--- config.mk ---
export PLATFORM = sky130hd
export DESIGN_NAME = seq_divider
export DESIGN_NICKNAME = d
export VERILOG_FILES = /design/src/rtl/multdiv_pkg.sv /design/src/rtl/div_step.sv /design/src/rtl/seq_divider.sv
export SDC_FILE = /design/constraint.sdc
export NUM_CORES = 1
export LEC_CHECK = 0
export CORE_ASPECT_RATIO = 1.75
export CORE_UTILIZATION = 30
export CTS_CLUSTER_SIZE = 25
export DETAILED_ROUTE_END_ITERATION = 12
export GPL_ROUTABILITY_DRIVEN = 0
export GPL_TIMING_DRIVEN = 1
export PLACE_DENSITY_LB_ADDON = 0.2
export SLEW_MARGIN = 20
export SYNTH_ARGS = -nofsm -noshare
export SYNTH_HDL_FRONTEND = slang
export SYNTH_SLANG_ARGS = --single-unit
--- constraint.sdc ---
create_clock -name clock -period 7 [get_ports clock]
set_clock_uncertainty 0.1 [all_clocks]
set_input_delay 2.1 -clock clock [delete_from_list [all_inputs] [get_ports clock]]
set_output_delay 2.1 -clock clock [all_outputs]
set_load 0.05 [all_outputs]
--- src/rtl/multdiv_pkg.sv ---
// ============================================================================
// Module      : multdiv_pkg
// Description : Shared types and constants for the multdiv unit.
// Revision    : 1.0 - initial release
// ============================================================================
`default_nettype none

package multdiv_pkg;

    localparam int DEFAULT_WIDTH = 32;

    typedef enum logic [1:0] {
        ST_IDLE = 2'd0,
        ST_RUN  = 2'd1,
        ST_FIX  = 2'd2,
        ST_DONE = 2'd3
    } div_state_t;

endpackage : multdiv_pkg

`default_nettype wire

--- src/rtl/div_step.sv ---
// ============================================================================
// Module      : div_step
// Description : One combinational restoring-division iteration (radix 2).
// Revision    : 1.0 - initial release
// ============================================================================
`default_nettype none

module div_step #(
    parameter int WIDTH = 32
) (
    input  logic [WIDTH-1:0] i_rem,
    input  logic             i_quo_msb,
    input  logic [WIDTH-1:0] i_divisor,
    output logic [WIDTH-1:0] o_rem,
    output logic             o_quo_bit
);

    logic [WIDTH:0] w_shifted;
    logic [WIDTH:0] w_trial;

    // rem < divisor always holds, so a non-negative trial fits in WIDTH bits
    // and a negative one always sets the top bit of the (WIDTH+1)-bit result.
    assign w_shifted = {i_rem, i_quo_msb};
    assign w_trial   = w_shifted - {1'b0, i_divisor};
    assign o_quo_bit = ~w_trial[WIDTH];
    assign o_rem     = o_quo_bit ? w_trial[WIDTH-1:0] : w_shifted[WIDTH-1:0];

endmodule : div_step

`default_nettype wire

--- src/rtl/seq_divider.sv ---
// ============================================================================
// Module      : seq_divider
// Description : Sequential signed restoring divider, one quotient bit per clock.
// Revision    : 1.0 - initial release
// ============================================================================
`default_nettype none

module seq_divider
    import multdiv_pkg::*;
#(
    parameter int WIDTH = DEFAULT_WIDTH,
    parameter int CNT_W = $clog2(WIDTH) + 1
) (
    input  logic             clock,
    input  logic             reset_n,
    input  logic [WIDTH-1:0] data_operandA,
    input  logic [WIDTH-1:0] data_operandB,
    input  logic             ctrl_DIV,
    output logic [WIDTH-1:0] data_result,
    output logic             data_exception,
    output logic             data_resultRDY
);

    div_state_t       r_state;
    div_state_t       w_state_nxt;
    logic [WIDTH-1:0] r_quo;
    logic [WIDTH-1:0] r_rem;
    logic [WIDTH-1:0] r_div;
    logic [CNT_W-1:0] r_cnt;
    logic             r_sign;
    logic             r_zero;
    logic [WIDTH-1:0] r_result;
    logic             r_exc;
    logic             r_rdy;

    logic             w_b_zero;
    logic [WIDTH-1:0] w_abs_a;
    logic [WIDTH-1:0] w_abs_b;
    logic [WIDTH-1:0] w_rem_nxt;
    logic             w_quo_bit;
    logic [WIDTH-1:0] w_quo_signed;
    logic             w_last_step;
    logic             w_rdy_set;

    // Magnitudes are taken as unsigned, so negating MIN yields 2^(WIDTH-1) exactly.
    assign w_b_zero     = (data_operandB == '0);
    assign w_abs_a      = data_operandA[WIDTH-1] ? (~data_operandA + 1'b1) : data_operandA;
    assign w_abs_b      = data_operandB[WIDTH-1] ? (~data_operandB + 1'b1) : data_operandB;
    assign w_quo_signed = r_sign ? (~r_quo + 1'b1) : r_quo;
    assign w_last_step  = (r_cnt == CNT_W'(WIDTH - 1));

    div_step #(
        .WIDTH (WIDTH)
    ) u_div_step (
        .i_rem     (r_rem),
        .i_quo_msb (r_quo[WIDTH-1]),
        .i_divisor (r_div),
        .o_rem     (w_rem_nxt),
        .o_quo_bit (w_quo_bit)
    );

    always_ff @(posedge clock or negedge reset_n) begin
        if (!reset_n) begin
            r_state <= ST_IDLE;
        end else begin
            r_state <= w_state_nxt;
        end
    end

    // A zero-divide completes on the edge that leaves DONE, a normal one on the
    // FIX edge; both therefore pulse ready one edge after the result is known.
    always_comb begin
        w_state_nxt = r_state;
        w_rdy_set   = 1'b0;
        case (r_state)
            ST_RUN:  if (w_last_step) w_state_nxt = ST_FIX;
            ST_FIX:  begin
                w_state_nxt = ST_DONE;
                w_rdy_set   = ~ctrl_DIV;
            end
            ST_DONE: begin
                w_state_nxt = ST_IDLE;
                w_rdy_set   = r_zero;
            end
            default: w_state_nxt = ST_IDLE;
        endcase
        if (ctrl_DIV) begin
            w_state_nxt = w_b_zero ? ST_DONE : ST_RUN;
        end
    end

    always_ff @(posedge clock or negedge reset_n) begin
        if (!reset_n) begin
            r_quo    <= '0;
            r_rem    <= '0;
            r_div    <= '0;
            r_cnt    <= '0;
            r_sign   <= 1'b0;
            r_zero   <= 1'b0;
            r_result <= '0;
            r_exc    <= 1'b0;
            r_rdy    <= 1'b0;
        end else begin
            r_rdy <= w_rdy_set;
            if (w_rdy_set) begin
                r_exc    <= r_zero;
                r_result <= r_zero ? '0 : w_quo_signed;
            end
            if (ctrl_DIV) begin
                r_quo  <= w_abs_a;
                r_div  <= w_abs_b;
                r_sign <= data_operandA[WIDTH-1] ^ data_operandB[WIDTH-1];
                r_zero <= w_b_zero;
                r_rem  <= '0;
                r_cnt  <= '0;
            end else if (r_state == ST_RUN) begin
                r_rem <= w_rem_nxt;
                r_quo <= {r_quo[WIDTH-2:0], w_quo_bit};
                r_cnt <= r_cnt + CNT_W'(1);
            end
        end
    end

    assign data_result    = r_result;
    assign data_exception = r_exc;
    assign data_resultRDY = r_rdy;

endmodule : seq_divider

`default_nettype wire

Figure 1. Met4 routing (run 1).
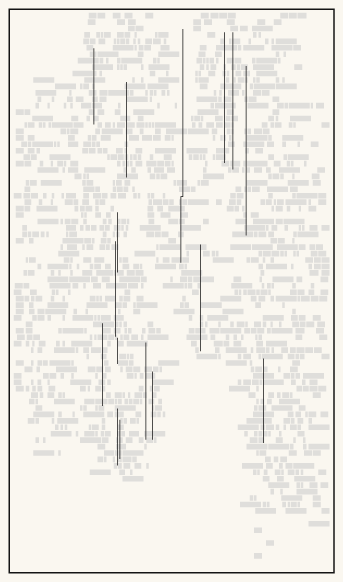
longest straight run = 71.4 um
wire length on this layer = 656 um
nets with wire on the layer = 12
main direction = vertical

Figure 2. Metal layers overlaid (run 1).
Only two layers are drawn.
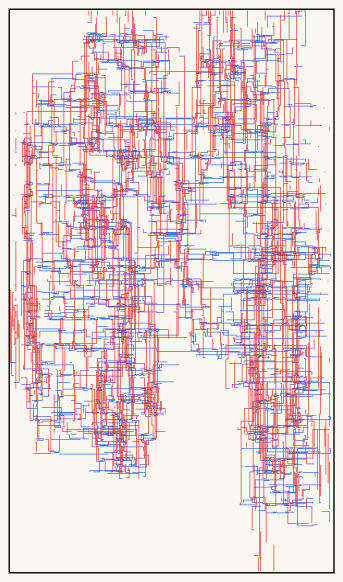
blue -> met1  # wire length 9960 um
red -> met2  # wire length 13100 um

Figure 3. Supply network (run 1).
Scale bar: 50 um. Pins as bars on the die edge. Tap cells in gray.
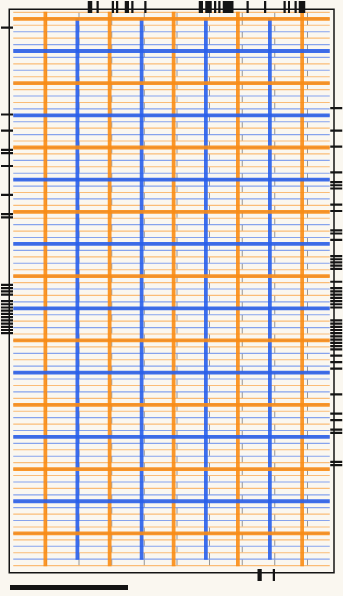
orange -> VSS
blue -> VDD
rows = 86
met4 straps = 9
signal pins = 101
met5 straps = 17
met1 rails = 87
die height: 237.7 um
die width: 136.7 um

Figure 4. A small window of the routed layout (run 1).
Region (90, 47) to (115, 72) um. Cells in gray, sequential cells in the stronger gray; small squares are vias.
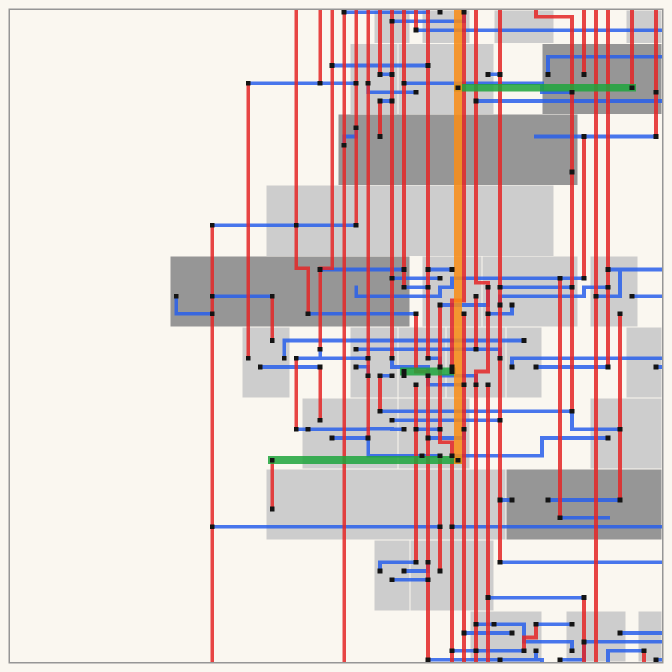
red -> met2
orange -> met4
green -> met3
blue -> met1
most frequent = mux2i_1 (3), o21ai_0 (3), dfrtp_1 (3)
netlist names of flops here include = r_quo (3)
sequential cells in the window = 3
cells with their middle in the window = 23

==> Slide: Implementation Results, run 1 <==
Synthesis and Place & Route Summary

Final timing
  – Max_slew headroom: 32.94%
  – Setup tns final: 0 ps
  – Minimum clock period: 4972 ps
  – Fmax: 201.1 MHz

Clock tree
  – Late-Pin Clk Latency: ~440 ps
  – Setup repair bufs after CTS: 0
  – Clock Tree Buf Depth: 2

Synth
  – Post-synthesis cell area: 0.009520 mm^2
  – Flops & latches, synth: 140
  – Dominant cell area share: 36.80%
  – Ys cells: 1100
  – Synthesized Nets: 1207
  – Ys async rst share: 100.0%
  – Dominant flop cell: dfrtp_1
  – Adder-Cell Fraction of Synth Area: 5.336%

Finish
  – Share of cells above drive strength 1: 4.661%
  – Final core occ: 36.42%
  – Layout fillers: 3241

Pwr
  – Lkg Pwr: roughly 4.9 nW
  – Largest power group: combinational logic
  – Clock-net power: 0.000862 W
  – Gate power share: 49.1%
  – Total power: 0.004203 W

GRT
  – Most Crowded Layer GR: met2
  – Grt met2 use: between 20% and 30%
  – Grt met1 use: 17.26%

Routing
  – Total wire length: 24460 um
  – DR DRC count: 0
  – Met1 wire length: 9958 um

Place
  – Hpwl dp: 18140 um
  – Dpl cells: 1546
  – Port Buffers: 100

Outcome
  – Status: finished clean

Flow run
  – Max-cap viol count: 0

Critical path
  – CP bufs+invs: 1

Die
  – Fp_density: a little under a third
[run 1: worst paths after layout]
path | start | end | cells after the start
max | data_operandA[16] | r_quo[31] | 8
min | data_result[6] | data_result[6] | 2
max reg2reg | r_quo[31] | r_rem[7] | 15
min reg2reg | data_result[6] | data_result[6] | 2
max in group asynchronous | reset_n | r_rem[3] | 2
min in group asynchronous | reset_n | data_result[3] | 1
[run 1: layout make-up]
class	instances	area [um^2]	area share (%)
diodes	1	2.502	0.02194
clock buffers	23	478.0	4.191
clock inverters	7	66.31	0.5815
inverters	52	195.2	1.712
multi-input cells	849	5584	48.97
flip-flops and latches	140	3503	30.72
well taps	396	495.5	4.345
repair buffers	109	1079	9.458
--- run 2 (diff from run 1) ---
==> constraint.sdc (replaced) <==
create_clock -name clock -period 4.1 [get_ports clock]
set_clock_uncertainty 0.1 [all_clocks]
set_input_delay 1.23 -clock clock [delete_from_list [all_inputs] [get_ports clock]]
set_output_delay 1.23 -clock clock [all_outputs]
set_load 0.05 [all_outputs]
Figure 5. Routing congestion map (run 2).
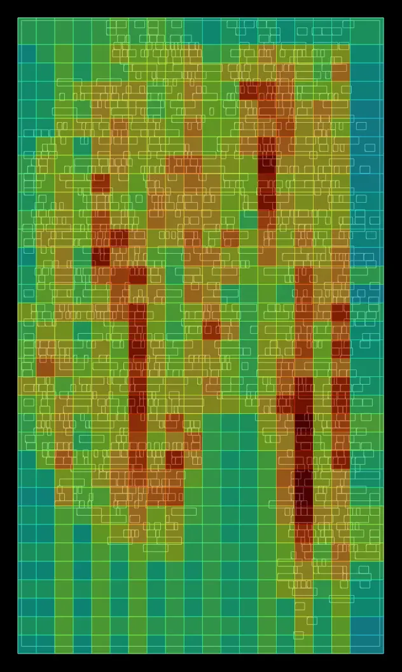
grt met1 use: 17.66%
routed len/inst: 15.56 um
grt met2 use: 30.27%

Figure 6. Metal layers overlaid (run 2).
Only two layers are drawn.
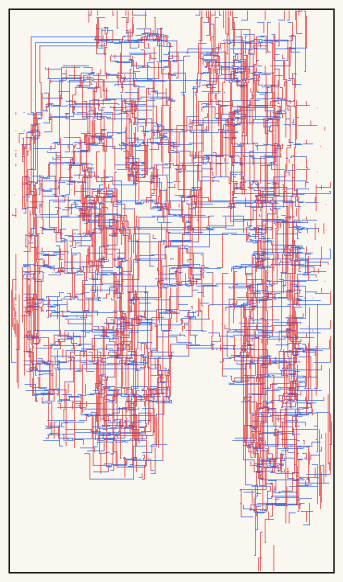
blue -> met1  # wire length 9930 um
red -> met2  # wire length 13600 um
gr usage total: 16.36%
total wire length: 25090 um
via count: 8144

Figure 7. A small window of the routed layout (run 2).
Region (90, 47) to (115, 72) um. Cells in gray, sequential cells in the stronger gray; small squares are vias.
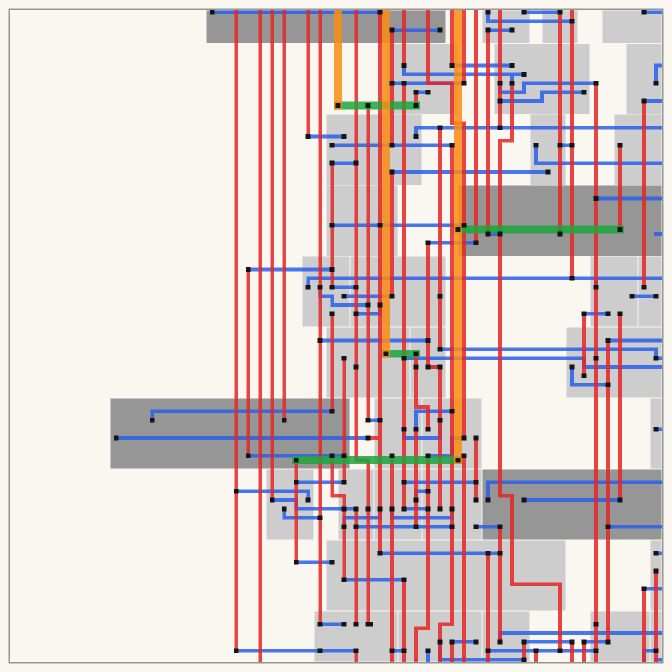
green -> met3
red -> met2
orange -> met4
blue -> met1
cells with their middle in the window = 26
sequential cells in the window = 3
netlist names of flops here include = r_quo (3)
most frequent = mux2i_1 (4)

==> run 2 against run 1 <==
Against the previous run: non-clock buffer count rose by 35; die area did not move; flip-flop count did not move; via count increased by 2.7%; critical path type unchanged; global-route usage up 0.50 points; register-to-register slack got worse by 2000 ps; design area grew 2.9%; highest routed layer unchanged; cell count up 2.3%; routed wire length increased by 2.6%; power increased by 75%.
==> Slide: Implementation Results, run 2 <==
Synthesis and Place & Route Summary

Min path
  – Hold path cells: 2
  – Min-delay src: data_result[8]
  – Hold Path Sink: data_result[8]

Pwr
  – Total power: 0.007340 W
  – Lkg Pwr: 5.047 nW

Place
  – Hpwl dp: 18780 um
  – Dpl cells: approximately 1600
  – Port Buffers: about 100
  – Worst slack at placement: -404.8 ps

Clock tree
  – Reg clk slew, reported paths: ~60 ps
  – Setup repair bufs after CTS: 0
  – Clock Tree Buf Depth: 2
  – Late-Pin Clk Latency: 450 ps
  – Clock sink count: between 100 and 150

Die
  – Die width: about 140 um
  – Fp_density: 30.40%
  – Die height: 237.7 um
  – Core Rows: 86

Routing
  – DR DRC count: 0
  – DRT Pass-1 Iters: 4

Critical path
  – CP Capture Point: r_quo[31]
  – Reg2Reg Capture Point: r_rem[9]
  – Crit Path Class: in -> reg
  – CP bufs+invs: 1
  – Worst path slowest cell: or4_4
  – Critical Path RT: 4370 ps
  – FF-to-FF path depth: 15
  – FF-to-FF Start: r_quo[31]

Final timing
  – Max_slew headroom: 31.23%
  – Minimum clock period: 4035 ps
  – Setup tns final: 0 ps
  – Fmax: 247.8 MHz

Finish
  – N_diodes: 0
  – Final core occ: 37.49%
  – Share of cells above drive strength 1: 7.724%

Synth
  – Dominant flop cell: dfrtp_1
  – Flops & latches, synth: 140
  – Ys async rst share: 100.0%
  – Adder-Cell Fraction of Synth Area: 5.336%
  – Post-synth area from yosys stat: 0.009520 mm^2
  – Post-synthesis cell area: 0.009520 mm^2
  – Dominant cell area share: 36.80%
  – Post-synth EDFFs: 0

Outcome
  – Status: finished clean

Flow run
  – Max-cap viol count: 0
==> run 2: layer usage <==
metal | track usage (%) | share of wire, % | vias up | wire length [um]
met2 | 30.27 | 54 | 153 | 13550
met4 | 7.744 | 3.2 | 0 | 794
met3 | 2.644 | 3.3 | 40 | 819
li1 | - | - | 4104 | -
met1 | 17.66 | 40 | 3847 | 9926
met5 | 0 | 0 | - | 0
==> run 2: final cells by class <==
cell class | instances | area (um^2)
well taps | 396 | 495.5
multi-input cells | 849 | 5599
fillers | 3226 | 19580
flip-flops and latches | 140 | 3503
repair buffers | 144 | 1355
clock buffers | 23 | 478.0
inverters | 52 | 195.2
clock inverters | 9 | 111.4
==> run 2: where the power goes <==
part	total, W	switching [W]	internal [W]
logic	0.00358	0.00212	0.00146
clock network	0.00158	0.000632	0.000945
registers	0.00218	0.000384	0.00180
No activity file was given, so power comes from the tool's default toggle rates.
